Cells coloured by class:
(3 px per um) Fill, decap, tap and diode cells in grey.
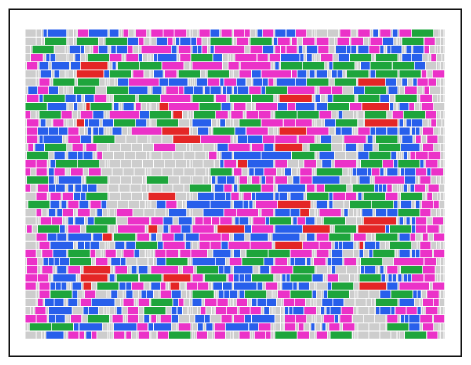
Supply network:
(2 px per um) Pins as bars on the die edge.
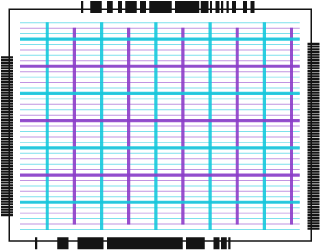
[config.mk]
export PLATFORM = sky130hd
export DESIGN_NAME = mem_arbiter
export DESIGN_NICKNAME = d
export VERILOG_FILES = /design/src/rtl/mem_arbiter.sv
export SDC_FILE = /design/constraint.sdc
export NUM_CORES = 1
export LEC_CHECK = 0
export CORE_ASPECT_RATIO = 0.75
export CORE_MARGIN = 5
export CORE_UTILIZATION = 36
export DETAILED_ROUTE_END_ITERATION = 8
export PLACE_DENSITY_LB_ADDON = 0.15
export SYNTH_ARGS = -nofsm -noshare
export SYNTH_HDL_FRONTEND = slang
export SYNTH_SLANG_ARGS = --single-unit
[constraint.sdc]
create_clock -name clk -period 1.4 [get_ports clk]
set_clock_uncertainty 0.05 [all_clocks]
set_input_delay 0.21 -clock clk [delete_from_list [all_inputs] [get_ports clk]]
set_output_delay 0.21 -clock clk [all_outputs]
set_load 0.03 [all_outputs]
[src/rtl/mem_arbiter.sv]
// mem_arbiter: arbitrates the single shared memory port between the
// instruction-fetch path and the load/store path. It sequences each access
// through SETUP (MAR/MDR load), ACCESS (rd/wr held for MEM_LAT cycles) and
// DONE (one-cycle acknowledge to the winning requester).
module mem_arbiter #(
    parameter int WIDTH   = 32,
    parameter int MEM_LAT = 2
) (
    input  logic             clk,
    input  logic             reset,
    input  logic             f_req,
    input  logic [WIDTH-1:0] f_addr,
    output logic             f_ack,
    output logic [WIDTH-1:0] f_rdata,
    input  logic             ls_req,
    input  logic             ls_we,
    input  logic [WIDTH-1:0] ls_addr,
    input  logic [WIDTH-1:0] ls_wdata,
    output logic             ls_ack,
    output logic [WIDTH-1:0] ls_rdata,
    output logic [WIDTH-1:0] mem_addr,
    output logic [WIDTH-1:0] mem_wdata,
    input  logic [WIDTH-1:0] mem_rdata,
    output logic             marEn,
    output logic             mdrEn,
    output logic             rd,
    output logic             wr,
    output logic             busy
);

    localparam int CNT_W = $clog2(MEM_LAT) + 1;

    typedef enum logic [1:0] {
        IDLE,
        SETUP,
        ACCESS,
        DONE
    } stateT;

    typedef enum logic {
        OWNER_F,
        OWNER_LS
    } ownerT;

    stateT             state;
    stateT             nextState;
    ownerT             owner;
    ownerT             lastOwner;
    logic              weReg;
    logic [CNT_W-1:0]  cnt;
    logic              anyReq;
    logic              grantFetch;
    logic              accessEnd;

    // Arbitration: a lone requester wins; on a tie the side not granted last wins.
    always_comb begin
        anyReq     = f_req | ls_req;
        grantFetch = f_req && (!ls_req || (lastOwner == OWNER_LS));
        accessEnd  = (cnt == '0);
    end

    // State register; reset abandons any transaction in flight.
    always_ff @(posedge clk) begin
        if (!reset) begin
            state <= IDLE;
        end else begin
            state <= nextState;
        end
    end

    // Next-state logic and Moore decode of strobes and acknowledges.
    always_comb begin
        nextState = state;
        busy      = 1'b0;
        marEn     = 1'b0;
        mdrEn     = 1'b0;
        rd        = 1'b0;
        wr        = 1'b0;
        f_ack     = 1'b0;
        ls_ack    = 1'b0;
        case (state)
            IDLE: begin
                if (anyReq) begin
                    nextState = SETUP;
                end
            end
            SETUP: begin
                busy      = 1'b1;
                marEn     = 1'b1;
                mdrEn     = weReg;
                nextState = ACCESS;
            end
            ACCESS: begin
                busy = 1'b1;
                rd   = !weReg;
                wr   = weReg;
                if (accessEnd) begin
                    nextState = DONE;
                end
            end
            DONE: begin
                busy      = 1'b1;
                f_ack     = (owner == OWNER_F);
                ls_ack    = (owner == OWNER_LS);
                nextState = IDLE;
            end
            default: begin
                nextState = IDLE;
            end
        endcase
    end

    // Grant capture (owner, direction, MAR/MDR), access countdown and read-data return.
    always_ff @(posedge clk) begin
        if (!reset) begin
            owner     <= OWNER_F;
            lastOwner <= OWNER_LS;
            weReg     <= 1'b0;
            cnt       <= '0;
            mem_addr  <= '0;
            mem_wdata <= '0;
            f_rdata   <= '0;
            ls_rdata  <= '0;
        end else begin
            case (state)
                IDLE: begin
                    if (anyReq) begin
                        owner     <= grantFetch ? OWNER_F : OWNER_LS;
                        lastOwner <= grantFetch ? OWNER_F : OWNER_LS;
                        weReg     <= grantFetch ? 1'b0 : ls_we;
                        mem_addr  <= grantFetch ? f_addr : ls_addr;
                        cnt       <= CNT_W'(MEM_LAT - 1);
                        if (!grantFetch && ls_we) begin
                            mem_wdata <= ls_wdata;
                        end
                    end
                end
                ACCESS: begin
                    if (accessEnd) begin
                        if (!weReg) begin
                            if (owner == OWNER_F) begin
                                f_rdata <= mem_rdata;
                            end else begin
                                ls_rdata <= mem_rdata;
                            end
                        end
                    end else begin
                        cnt <= cnt - CNT_W'(1);
                    end
                end
                default: begin
                end
            endcase
        end
    end

endmodule

==> results.txt <==
Results of the implementation run.

The top achievable clock speed is approximately 600 MHz. In this run the mean area of a mapped cell was ~8.5 um2. The run finished, with violations left. The netlist area before placement is 5308 um2. The part of the Yosys area used for sequential elements is between 50% and 60%. The share of synthesized registers carrying an async set or reset is 0%. The total overflow left after global routing is 0.

The maximum count of clock buffers along a single path came out at 2. The launching element of the worst setup path is state[1]. The iteration count recorded for the first detailed-route pass is 5. The overall routed net length is between 20000 and 25000 um.

The maximum number of pins on one net before global-route repair is about 74. The number of antenna violations at the first check in global routing is 0. The switching portion of total power comes to approximately 37%. The clock group share of total power is 25.8%. Counting distinct cell types in the post-synthesis netlist gives 31. The post-CTS hold buffer count recorded in the log is 0. The via count of the first global-routing pass came out at approximately 6600. The number of failing hold endpoints at the final stage came out at 0. The checks that failed: negative setup slack. The synthesized design spends more area on one cell type than any other, namely sky130_fd_sc_hd__dfxtp_1.

The DRC violation count after routing is 0. The register bit total from synthesis came out at approximately 140. The number of sinks driven by the clock tree came out at ~140. The warning count from the yosys run came out at 0. Once layout is done, the placed cells without fillers occupy roughly 11000 um2.

The sequential fraction of design power is between 20% and 30%. The top-level port count is about 270. The total internal power is 11.63 mW. At the worst endpoint, the required time is between 1 and 1.5 ns. TritonCTS built the clock tree.

Ranked by instance count, the synthesized netlist is headed by sky130_fd_sc_hd__dfxtp_1 (135), sky130_fd_sc_hd__o21ai_0 (129), sky130_fd_sc_hd__nand2_1 (99), sky130_fd_sc_hd__nand3_1 (66), sky130_fd_sc_hd__a21oi_1 (34). Across all layers, the routed design uses 6078 vias. The cell leakage power is roughly 4.0 nW. The most used flip-flop cell is sky130_fd_sc_hd__dfxtp_1. The first global-routing pass estimated roughly 35000 um of wire.

The HPWL after detailed placement came out at between 10000 and 15000 um. Buffers inserted during clock tree synthesis total 17. The script computed a power per unit cell area of around 1700 nW/um2. The share of the synthesized area in the top cell type came out at around half.

The time the final worst path needs with I/O delays and setup came out at roughly 1.7 ns. The number of H-tree branching levels came out at 4. The worst-case register-to-register setup slack is -0.24 ns. The type of element capturing the critical path is an output port. The register area is about 2700 um2. Setup repair after global routing could not meet its margin everywhere. The startpoint of the worst-slack reg-to-reg timing path is state[1].

The synthesized netlist net count came out at 765. The count of input and output buffers is around 270. The worst-case setup slack after placement came out at -0.2961 ns. The total setup violations reported at the end of the flow came out at about 140. In the final design database the tool counted between 1000 and 1500 nets.

The synthesized design contains 0 enable-type register cells. The max-capacitance violation count is 0. Across all stage logs, warnings added up to 32.

The weighted congestion at the end of routability-driven global placement came out at just over 0.8. The fraction of final layout cells with drive strength greater than 1 is a little under half. The maximum fanout along the worst path is 4. In this run the layout overhead on the synthesized area is reported as 106.3%.

The switching component of the power came out at just under 7 mW. The cell area after placement is between 8000 and 9000 um2. The synthesis report lists the most area-consuming cells as sky130_fd_sc_hd__dfxtp_1 (51%), sky130_fd_sc_hd__o21ai_0 (12%), sky130_fd_sc_hd__nand2_1 (7.0%). The chip area is ~17000 um2. The worst hold path startpoint is reset. For this configuration, the core starts out at a cell density of between 30% and 40%. The worst setup path is of the reg2out kind. Summing all multi-input logic gate instances after layout gives ~3400 um2. The number of cells produced by synthesis came out at ~630. The count of nets left with antenna violations after detail routing is 0.

The share of total power in combinational logic came out at roughly 47%. The detail-routed via count per cell is 5.290. Per the CTS log, the root buffer master is sky130_fd_sc_hd__clkbuf_16.

The chip area in the Yosys report came out at roughly 5300 um2. After layout, the worst setup slack is -0.2765 ns. The worst hold-check slack is between 0.1 and 0.15 ns.

Setup total negative slack on the finished layout was measured at -23.39 ns. STA classifies the critical path startpoint as a register. The total inserted antenna cells came out at 0.

Global routing used 25.56% of the available tracks across all layers.
Notes on 'cells coloured by class' above:
other buffers and delay cells: marked magenta, cells 349. flops: marked green, cells 135. clock drivers and dummy loads: marked red, cells 32. combinational and other logic: marked blue, cells 433.
utilization of the core after routing: 75.77%
Site Rows: 38
area of the core region: 14450 um2

Notes on 'supply network' above:
VSS: marked cyan. VDD: marked purple.
268 signal pins sit on the boundary. 7 straps on met5. The core has 38 rows. 10 straps on met4.
die x size: 150.2 um
Max rail drop VDD: 1.522 mV
Die Y: 115.2 um

==> worst paths after layout <==
check / endpoint / cells past startpoint
max: mdrEn / 5
min: f_rdata[8] / 3
max reg2reg: ls_rdata[24] / 8
min reg2reg: mem_wdata[28] / 2
==> power by group through the flow <==
stage	clock, mW	combinational (mW)	sequential, mW
2_1_floorplan	0	1.97	5.97
3_3_place_gp	0	5.61	4.88
3_5_place_dp	0	5.69	4.91
4_1_cts	4.84	8.28	4.99
5_1_grt	5.07	9.09	5.11
6_report	4.79	8.70	5.03
==> critical path: stages, from the launching register on <==
cell	delay (ns)
sky130_fd_sc_hd__dfxtp_4	0.40
sky130_fd_sc_hd__inv_4	0.05
sky130_fd_sc_hd__buf_6	0.12
sky130_fd_sc_hd__ha_4	0.15
sky130_fd_sc_hd__and2_4	0.16
sky130_fd_sc_hd__buf_12	0.13
==> area by class of cell <==
class	instances	share of cell area, %
tap	200	2.285
clock buffer	19	3.953
clock inverter	13	1.794
inverter	8	0.3427
multi-input combinational	425	31.45
timing repair buffer	349	35.45
sequential	135	24.72
==> sequential cells by signal (all words and copies together), names as in the netlist <==
register / cells
cnt: 2
f_rdata: 32
lastOwner: 1
ls_rdata: 32
mem_addr: 32
mem_wdata: 32
owner: 1
state: 2
weReg: 1
==> metal layers <==
metal  track usage, %  up-vias  wire [um]
met1            30.93     2954       9714
met2            42.95      226      11150
met4            10.24        0        590
met5                0        -          0
li1                 -     2850          -
met3            7.565       48       1534
==> through the flow <==
step,util [%],cells
after floorplan,-,626
after global placement,58.50,1069
after detailed placement,58.50,1069
after CTS,74.77,1149
after global routing,75.77,1149
final,75.77,1149
==> logic make-up (layout without fill, tap and decap cells) <==
logic type,count (synthesis),count (layout),share of synthesized area [%]
compound gates,205,205,20.65
simple gates,181,181,15.30
flops,135,135,50.92
buf+inv,66,389,5.493
mux,33,33,6.224
fa+ha+maj,6,6,1.414
==> cell usage in the layout, fill, tap and decap left out, types with 13 or more instances in the layout <==
cell type and instances:
sky130_fd_sc_hd__dfxtp_1 133, sky130_fd_sc_hd__clkdlybuf4s50_1 131, sky130_fd_sc_hd__nand2_1 99, sky130_fd_sc_hd__clkdlybuf4s15_2 75
sky130_fd_sc_hd__o21ai_2 61, sky130_fd_sc_hd__nand3_2 48, sky130_fd_sc_hd__clkbuf_2 35, sky130_fd_sc_hd__o21ai_1 32
sky130_fd_sc_hd__o21ai_0 32, sky130_fd_sc_hd__mux2i_1 31, sky130_fd_sc_hd__buf_6 28, sky130_fd_sc_hd__buf_12 23
sky130_fd_sc_hd__clkbuf_16 20, sky130_fd_sc_hd__a21oi_1 19, sky130_fd_sc_hd__buf_4 18, sky130_fd_sc_hd__a31oi_1 16
sky130_fd_sc_hd__a21oi_2 14, sky130_fd_sc_hd__buf_16 14, sky130_fd_sc_hd__nand3_4 13, sky130_fd_sc_hd__a31oi_4 13
sky130_fd_sc_hd__buf_2 13
==> repair_timing <==
action | 4_1_cts | 5_1_grt
gates resized | 635 | 170
setup buffers | 26 | 11
cloned | 23 | 2
setup endpoints to repair | 265 | 188
pin swaps | 63 | 40
Power is estimated from default activity; no workload was simulated.
